### M1 wires, run 1

The bar under the picture is 20 um long.
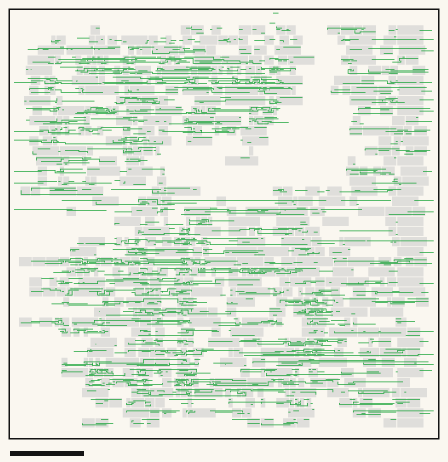
### M2 wires, run 1

The bar under the picture is 20 um long.
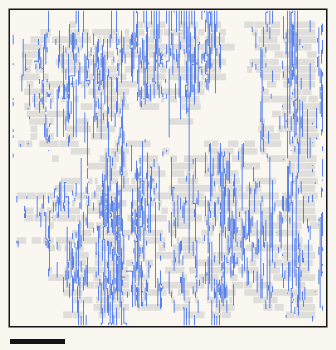
### Metal 3, run 1

The bar under the picture is 20 um long.
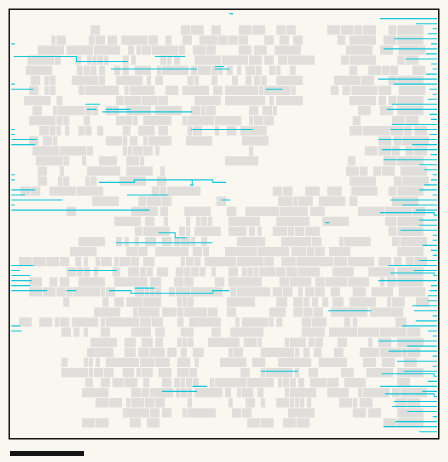
### Congestion heat map, run 1

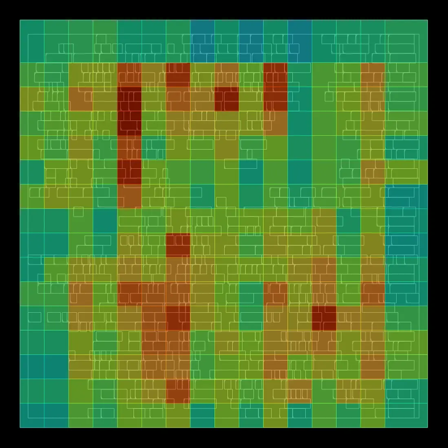
[src/rtl/imem_load_ctrl.sv]
// Instruction-memory port arbiter: CPU fetch in IDLE, byte-stream program loading otherwise.
// Optional load checksum (sum_in/sum_err ports) is enabled by defining IMEM_LOAD_CHECKSUM_EN.
module imem_load_ctrl (
  input  logic        clk,
  input  logic        rst_n,
  input  logic        load_start,
  input  logic [9:0]  load_base,
  input  logic [10:0] load_count,
  input  logic        byte_valid,
  input  logic [7:0]  byte_data,
  output logic        byte_ready,
  input  logic [9:0]  fetch_addr,
  output logic [31:0] fetch_data,
  output logic        fetch_stall,
  output logic        mem_we,
  output logic [9:0]  mem_addr,
  output logic [31:0] mem_din,
  input  logic [31:0] mem_dout,
  output logic        busy,
  output logic        done,
`ifdef IMEM_LOAD_CHECKSUM_EN
  input  logic [31:0] sum_in,
  output logic        sum_err,
`endif
  output logic [10:0] words_loaded
);

  typedef enum logic [1:0] {
    ST_IDLE     = 2'd0,
    ST_ASSEMBLE = 2'd1,
    ST_WRITE    = 2'd2,
    ST_DONE     = 2'd3
  } state_t;

  state_t      state_q, state_d;
  logic [9:0]  base_q, base_d;
  logic [10:0] count_q, count_d;
  logic [10:0] words_q, words_d;
  logic [31:0] word_q, word_d;
  logic [1:0]  idx_q, idx_d;
  logic [9:0]  wr_addr_s;
  logic [10:0] words_inc_s;

`ifdef IMEM_LOAD_CHECKSUM_EN
  logic [31:0] sum_q, sum_d;
  logic [31:0] sum_exp_q, sum_exp_d;
  logic        sum_err_q, sum_err_d;
`endif

  // Write address wraps naturally in 10 bits.
  assign wr_addr_s   = base_q + words_q[9:0];
  assign words_inc_s = words_q + 11'd1;

  // State and datapath registers with synchronous active-low reset.
  always_ff @(posedge clk) begin
    if (!rst_n) begin
      state_q   <= ST_IDLE;
      base_q    <= 10'd0;
      count_q   <= 11'd0;
      words_q   <= 11'd0;
      word_q    <= 32'd0;
      idx_q     <= 2'd0;
`ifdef IMEM_LOAD_CHECKSUM_EN
      sum_q     <= 32'd0;
      sum_exp_q <= 32'd0;
      sum_err_q <= 1'b0;
`endif
    end else begin
      state_q   <= state_d;
      base_q    <= base_d;
      count_q   <= count_d;
      words_q   <= words_d;
      word_q    <= word_d;
      idx_q     <= idx_d;
`ifdef IMEM_LOAD_CHECKSUM_EN
      sum_q     <= sum_d;
      sum_exp_q <= sum_exp_d;
      sum_err_q <= sum_err_d;
`endif
    end
  end

  // Next-state, datapath updates and port muxing.
  always_comb begin
    state_d     = state_q;
    base_d      = base_q;
    count_d     = count_q;
    words_d     = words_q;
    word_d      = word_q;
    idx_d       = idx_q;
`ifdef IMEM_LOAD_CHECKSUM_EN
    sum_d       = sum_q;
    sum_exp_d   = sum_exp_q;
    sum_err_d   = sum_err_q;
`endif
    byte_ready  = 1'b0;
    mem_we      = 1'b0;
    mem_addr    = wr_addr_s;
    fetch_data  = 32'h0000_0000;
    fetch_stall = 1'b1;
    busy        = 1'b1;
    done        = 1'b0;

    case (state_q)
      ST_IDLE: begin
        mem_addr    = fetch_addr;
        fetch_data  = mem_dout;
        fetch_stall = 1'b0;
        busy        = 1'b0;
        if (load_start) begin
          base_d  = load_base;
          count_d = (load_count > 11'd1024) ? 11'd1024 : load_count;
          words_d = 11'd0;
          idx_d   = 2'd0;
`ifdef IMEM_LOAD_CHECKSUM_EN
          sum_d     = 32'd0;
          sum_exp_d = sum_in;
          sum_err_d = 1'b0;
`endif
          if (load_count == 11'd0) begin
            state_d = ST_DONE;
          end else begin
            state_d = ST_ASSEMBLE;
          end
        end else begin
          state_d = ST_IDLE;
        end
      end
      ST_ASSEMBLE: begin
        byte_ready = 1'b1;
        if (byte_valid) begin
          // Little-endian packing: byte k lands in bits [8k+7:8k].
          word_d[{idx_q, 3'b000} +: 8] = byte_data;
          idx_d = idx_q + 2'd1;
          if (idx_q == 2'd3) begin
            state_d = ST_WRITE;
          end else begin
            state_d = ST_ASSEMBLE;
          end
        end else begin
          state_d = ST_ASSEMBLE;
        end
      end
      ST_WRITE: begin
        mem_we  = 1'b1;
        words_d = words_inc_s;
`ifdef IMEM_LOAD_CHECKSUM_EN
        sum_d   = sum_q + word_q;
`endif
        if (words_inc_s == count_q) begin
          state_d = ST_DONE;
        end else begin
          state_d = ST_ASSEMBLE;
        end
      end
      ST_DONE: begin
        done    = 1'b1;
        state_d = ST_IDLE;
`ifdef IMEM_LOAD_CHECKSUM_EN
        sum_err_d = (sum_q != sum_exp_q);
`endif
      end
      default: begin
        state_d = ST_IDLE;
      end
    endcase
  end

  assign mem_din      = word_q;
  assign words_loaded = words_q;
`ifdef IMEM_LOAD_CHECKSUM_EN
  assign sum_err      = sum_err_q;
`endif

endmodule

[config.mk]
export PLATFORM = sky130hd
export DESIGN_NAME = imem_load_ctrl
export DESIGN_NICKNAME = d
export VERILOG_FILES = /design/src/rtl/imem_load_ctrl.sv
export SDC_FILE = /design/constraint.sdc
export NUM_CORES = 1
export LEC_CHECK = 0
export CAP_MARGIN = 15
export CORE_MARGIN = 2
export CORE_UTILIZATION = 30
export CTS_CLUSTER_DIAMETER = 100
export DETAILED_ROUTE_END_ITERATION = 10
export PLACE_DENSITY_LB_ADDON = 0.15
export SYNTH_ARGS = -nofsm -noshare
export SYNTH_HDL_FRONTEND = slang
export SYNTH_SLANG_ARGS = --single-unit
[constraint.sdc]
create_clock -name clk -period 1.9 [get_ports clk]
set_clock_uncertainty 0.05 [all_clocks]
set_input_delay 0.19 -clock clk [delete_from_list [all_inputs] [get_ports clk]]
set_output_delay 0.19 -clock clk [all_outputs]
set_load 0.1 [all_outputs]
==> results_dict.tcl, run 1 <==
# place-and-route summary
set metrics [dict create \
    status "finished with violations" \
    drv_slew 0 \
    ys_warn_count 0 \
    ys_seq_share 0.3646 \
    ys_top_cells_by_count "nand2_1, dfxtp_1, a21oi_1, and2_1, nand3_1" \
    post-place-ws_ps -369.0 \
    avgSynthCellArea_um2 7.961 \
    logic_area_um2 2592 \
    setup_viol 9 \
    max_freq_mhz 391.8 \
    gp_congestion 0.8112 \
    finalWorstSetupSlack_ps -652.2 \
    die_w_um 115.6 \
    cts_buffers 9 \
    max_slew.worst_pin.slew_ps 465.4 \
    worstSetupStartpointType "register" \
    violations "setup timing" \
    critPathMaxStageDelay_ps 350 \
    syn_nets 560 \
    flop_cell "dfxtp_1" \
    pin_count 165 \
    most_common_cell "nand2_1" \
    maxCapViolCount 0 \
    drtIter0Drc 230 \
    htree_levels 3 \
    async_reset_ff_frac 0 \
]
About 'M1 wires':
The longest straight run is 47.4 um. The layer holds 43% of the routed length.
GR Util met1: 0.2337
routed vias: 4,014
Detailed Route WL: 12.38 mm

About 'M2 wires':
The longest straight run is 55.1 um. The layer holds 48% of the routed length.
GR Util met2: 0.3053

About 'Metal 3':
The longest straight run is 37.0 um. 121 nets have wire on it. The layer carries 971 um of wire. The layer holds 7.8% of the routed length.
met3 usage: 0.05230

About 'Congestion heat map':
DR WL/cell: 14.84 um
All-Layer GR Usage: 0.1833
GRT busiest layer: met2

[run 1: final timing paths]
kind / slack (ps) / depth (start not counted) / end / from
min: 370 / 3 / base_q[7] / load_base[7]
min reg2reg: 400 / 2 / mem_din[2] / mem_din[2]
max: -650 / 9 / mem_addr[8] / words_loaded[0]
max reg2reg: 90 / 10 / state_q[1] / words_loaded[1]
[run 1: where the power goes]
part	switching, mW	leakage (nW)	internal, mW
Sequential	0.0257	0.560	1.45
Clock	0.583	0.165	1.20
Combinational	0.977	2.08	0.616
Total	1.59	2.80	3.27
[run 1: worst min-delay path, delay by kind of cell]
| kind | cells | cell delay, ps |
|---|---|---|
| simple gates | 1 | 60 |
| buf+inv | 1 | 390 |
| compound gates | 1 | 50 |
[run 1: cells by family (layout without fill, tap and decap cells)]
kind of cell / after synthesis / count (layout) / synth area share
and+or+nand+nor: 219 / 219 / 0.3080
DFF: 68 / 68 / 0.3646
muxes: 4 / 4 / 0.01139
adders and majority gates: 16 / 16 / 0.05563
buffers and inverters: 33 / 230 / 0.03787
AOI/OAI and AO/OA: 107 / 107 / 0.1709
xor gates and xnor gates: 22 / 22 / 0.05161
[run 1: cells in the final DEF (no fill, tap or decap), types with 5 or more instances in the layout]
cell type        instances
buf_6                    9
buf_12                  49
ha_4                     6
dfxtp_1                 55
nor3_1                   7
dfxtp_2                  5
nor2_1                  29
nand3b_1                 6
dfxtp_4                  8
clkbuf_16               11
o21ai_4                  7
and2_1                  33
and3_1                   5
buf_4                   75
ha_1                     9
a21oi_1                 52
a21o_1                   6
xnor2_1                 13
clkdlybuf4s50_1         74
nand3_1                 30
nand2_1                 75
a22oi_1                 14
[run 1: layer usage]
metal,part of all wire,wire [um],GRT usage
met1,0.43,5346,0.2337
met4,0.011,139,0.04739
met3,0.078,970,0.05230
met5,0,0,0
met2,0.48,5923,0.3053
[run 1: per-stage QoR]
| step | setup TNS, ps | util | hold slack (ps) | instance area, um2 |
|---|---|---|---|---|
| 4_1_cts | -4066 | 0.5660 | 353.5 | 6827 |
| 5_1_grt | -4909 | 0.5778 | 376.7 | 6969 |
| 2_1_floorplan | -4543 | - | 258.1 | 3955 |
| 6_report | -4119 | 0.5778 | 368.0 | 6969 |
| 3_5_place_dp | -1229 | 0.5261 | 393.9 | 6346 |
| 3_3_place_gp | -1056 | 0.5261 | 393.5 | 6346 |
[run 1: layout make-up]
type,instances,area share
Clock buffer,14,0.04237
Clock inverter,2,0.005206
Inverter,6,0.003770
Multi-Input combinational cell,368,0.3720
Sequential cell,68,0.2005
Tap cell,168,0.03016
Timing Repair Buffer,208,0.3460
[run 1: timing repair]
item                       CTS  global route
setup buffers                7             4
cloned                       0             1
setup endpoints to repair   10            24
pin swaps                   28            20
resized                     25            21
[run 1: state kept, by name, indices dropped and copies added, names as in the netlist]
signal	count
count_q	11
mem_din	32
words_loaded	11
state_q	2
idx_q	2
base_q	10
### Ports around the boundary, run 1

The bar under the picture is 20 um long. Pins as bars across the die edge, other pins in grey.
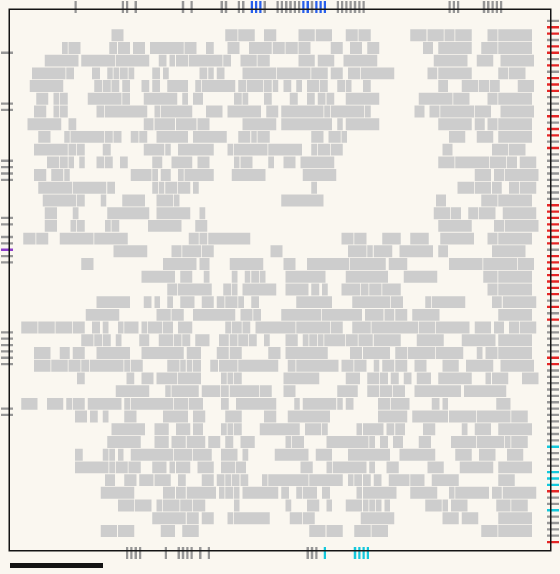

==> inputs of run 2 (changes only) <==
- clock period: 1.9 -> 2.05 ns (I/O delays scaled with it)
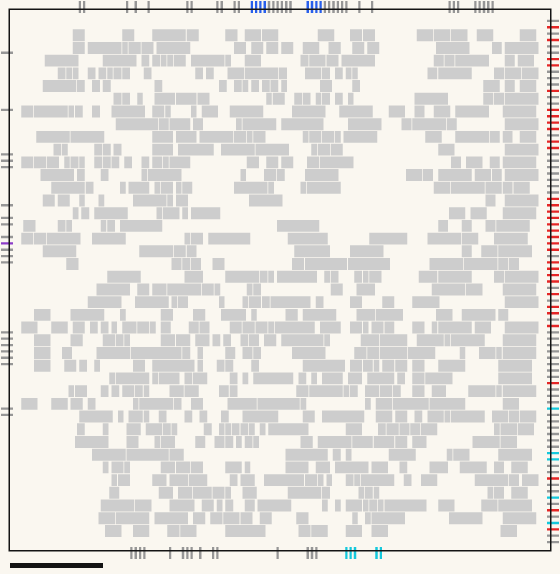
*Ports around the boundary, run 2*
The bar under the picture is 20 um long. Pins as bars across the die edge, other pins in grey.
Key: cyan = `load_base` [pins 10, direction input, edge 5 right, 5 bottom]; purple = `done` [pins 1, direction output, edge left]; blue = `byte_data` [pins 8, direction input, edge top]; red = `fetch_data` [pins 32, direction output, edge right]
All pins by edge: 83 right, 41 top, 21 left, 20 bottom.
die y size: 115.6 um
Die W: 115.6 um
port bufs: 164

==> results_dict.tcl, run 2 <==
# place-and-route summary
set metrics [dict create \
    status "finished with violations" \
    violations "setup timing" \
    avgSynthCellArea_um2 7.961 \
    finalWorstSetupSlack_ps -570.0 \
    timing.rr.start "words_loaded[1]" \
    ys_warn_count 0 \
    most_common_cell "nand2_1" \
    logic_area_um2 2471 \
    ys_seq_share 0.3646 \
    reg2reg_depth 8 \
    cts_buffers 9 \
    hold_depth 3 \
    gp_congestion 0.8159 \
    grt-busiest-layer "met2" \
    routedWlPerCell_um 15.03 \
    post-route-util 0.5536 \
    fin_area_um2 6678 \
    r2r-end "state_q[1]" \
    grtUsageMet1 0.2163 \
    track_usage 0.1770 \
    wirelength_mm 12.34 \
    htree_levels 3 \
    use_met3 0.05439 \
    num_vias 3889 \
    maxCapViolCount 0 \
    setup_viol 8 \
    largest_reg_flops 32 \
    syn_nets 560 \
    met2_usage 0.3021 \
    flop_cell "dfxtp_1" \
    min_from "load_base[8]" \
    async_reset_ff_frac 0 \
    layout_top_cells "nand2_1, clkdlybuf4s50_1, buf_4" \
    min_to "base_q[8]" \
    max_freq_mhz 381.7 \
]
run 2: cell count changes in the layout (fill, tap and decap cells not counted), moves of 3 or more:
cell | before | now
and2_1 | 33 | 36
buf_6 | 9 | 3
and2_4 | 3 | 0
dfxtp_2 | 5 | 2
dfxtp_1 | 55 | 58
buf_4 | 75 | 71
run 2: critical path, cell delays in order (launching register included):
cell and delay, ps:
dfxtp_4 350, ha_4 160, fa_2 340, a21o_1 180
a21oi_2 170, o21bai_1 120, a21oi_1 220, xor2_1 260
o21ai_4 80, buf_12 170
run 2: through the flow:
step / setup WS (ps) / hold WS [ps] / setup TNS, ps
2_1_floorplan: -628.9 / 273.1 / -2937
3_3_place_gp: -209.3 / 393.8 / -438.8
3_5_place_dp: -251.1 / 397.7 / -547.6
4_1_cts: -565.9 / 361.5 / -2815
5_1_grt: -687.4 / 392.5 / -3589
6_report: -570.0 / 378.7 / -2829
run 2: timing repair:
item                       4_1_cts  5_1_grt
setup endpoints to repair        8        9
pin swaps                       13        7
buffers inserted                 3        2
gates resized                    6        8
run 2: kinds of logic (layout without fill, tap and decap cells):
group,after synthesis,in the layout,share of synthesized area
fa+ha+maj,16,16,0.05563
flops,68,68,0.3646
buf+inv,33,217,0.03787
compound gates,107,107,0.1709
mux,4,4,0.01139
xor+xnor,22,22,0.05161
simple gates,219,219,0.3080
run 2: area by class of cell:
| class | count | share of cell area |
|---|---|---|
| clock buffers | 12 | 0.04010 |
| clock inverters | 3 | 0.006558 |
| inverters | 6 | 0.003373 |
| multi-input cells | 368 | 0.3701 |
| flip-flops and latches | 68 | 0.2087 |
| well taps | 168 | 0.03148 |
| repair buffers | 196 | 0.3397 |
run 2: where the power goes:
| group | internal [mW] | switching, mW | total (mW) |
|---|---|---|---|
| registers | 1.34 | 0.0229 | 1.37 |
| clock network | 1.04 | 0.529 | 1.57 |
| logic | 0.548 | 0.900 | 1.45 |
run 2: worst max-delay path by stage:
stage | slack, ps | startpoint | to | cells after the start
2_1_floorplan | -630 | words_loaded[3] | mem_addr[7] | 7
3_3_place_gp | -210 | words_loaded[0] | mem_addr[8] | 9
3_5_place_dp | -250 | words_loaded[0] | mem_addr[8] | 9
4_1_cts | -570 | words_loaded[0] | mem_addr[8] | 9
5_1_grt | -690 | words_loaded[0] | mem_addr[6] | 9
6_report | -570 | words_loaded[0] | mem_addr[6] | 9
run 2: metal layers:
| layer | vias up | part of all wire |
|---|---|---|
| li1 | 1980 | - |
| met1 | 1770 | 0.43 |
| met2 | 135 | 0.49 |
| met3 | 4 | 0.075 |
| met4 | 0 | 0.0045 |
| met5 | - | 0 |
Power is estimated from default activity; no workload was simulated.
